layer_met1.png
Supply wires on this layer in grey.
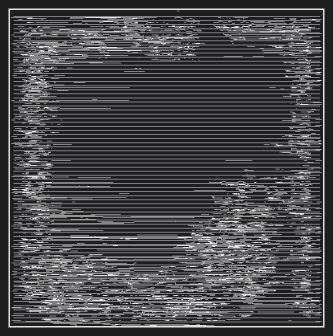
layer_met2.png
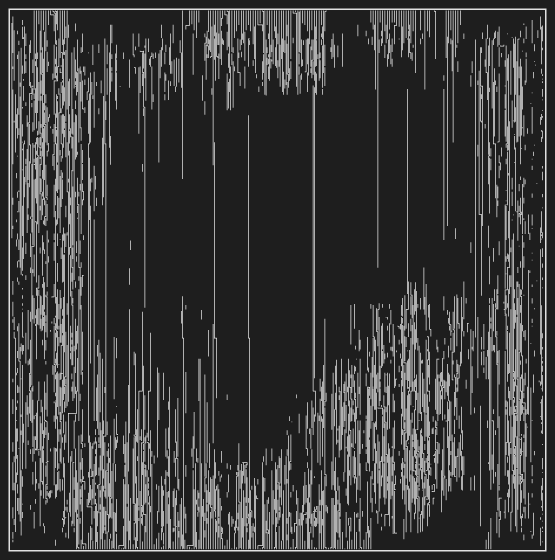
==> config.mk <==
export PLATFORM = sky130hd
export DESIGN_NAME = bus_arbiter
export DESIGN_NICKNAME = d
export VERILOG_FILES = /design/src/rtl/bus_arbiter_pkg.sv /design/src/rtl/bus_arb_id_fifo.sv /design/src/rtl/bus_arbiter.sv
export SDC_FILE = /design/constraint.sdc
export NUM_CORES = 1
export LEC_CHECK = 0
export CELL_PAD_IN_SITES_DETAIL_PLACEMENT = 1
export CELL_PAD_IN_SITES_GLOBAL_PLACEMENT = 1
export CORE_AREA = 2 2 207 209
export CTS_CLUSTER_SIZE = 40
export DETAILED_ROUTE_END_ITERATION = 8
export DIE_AREA = 0 0 209 211
export PLACE_DENSITY = 0.72
export REMOVE_ABC_BUFFERS = 1
export SYNTH_ARGS = -nofsm -noshare
export SYNTH_HDL_FRONTEND = slang
export SYNTH_SLANG_ARGS = --single-unit
==> constraint.sdc <==
create_clock -name Clk -period 5.88 [get_ports Clk]
set_clock_uncertainty 0.2 [all_clocks]
set_input_delay 1.764 -clock Clk [delete_from_list [all_inputs] [get_ports Clk]]
set_output_delay 1.764 -clock Clk [all_outputs]
set_load 0.02 [all_outputs]
==> impl_metrics.csv <==
group,metric,value,unit
timing,layout_setup_ws,-557,ps
route,top_layer_used,"met5",
run_status,violations,"setup timing",
synthesis,avgSynthCellArea,6.38,µm²
worst_setup_path,slowest_delay,570,ps
synthesis,netlist_area,4930,µm²
cells_and_area,final_cells,1953,
synthesis,synth-xor-area-share,0.887,%
cells_and_area,clock_buffers,3,
worst_setup_path,cp-start-kind,"primary input",
run,log.warning_count,30,
grt,grt_pass1_wl,59700,µm
floorplan,fp-utilization,11.8,%
route,drtIter0Drc,411,
floorplan,ios,539,
timing,setup_viol,77,
timing,fin_crit_sh,109,%
cells_and_area,seq_area_share,4.29,%
timing,finalHoldViolCount,0,
run_status,status,"finished with violations",
timing,finalMaxSlewViolations,0,
synthesis,ys_dominant_reg_cell,"dfrtp_1",
clocking,tritoncts,"done",
timing,fin_hold_ws,267,ps
synthesis,mux_share,19.6,%
power,swShare,49.0,%
clocking,numCtsBuffers,3,
grt,first_global_vias,9269,
Back to the opening pictures, layer_met1.png:
The wires run mostly horizontal. The layer holds 38% of the routed length. 1519 nets have wire on it.
routed via count: 8707
DRT Wirelength: 42700 µm
M1 GR Usage: 19.9%

Back to the opening pictures, layer_met2.png:
1557 nets have wire on it. The wires run mostly vertical. The layer carries 22.0 mm of wire. The layer holds 51% of the routed length. The longest straight run is 119 µm.
GR Util met2: 33.1%

Power is estimated from default activity; no workload was simulated.
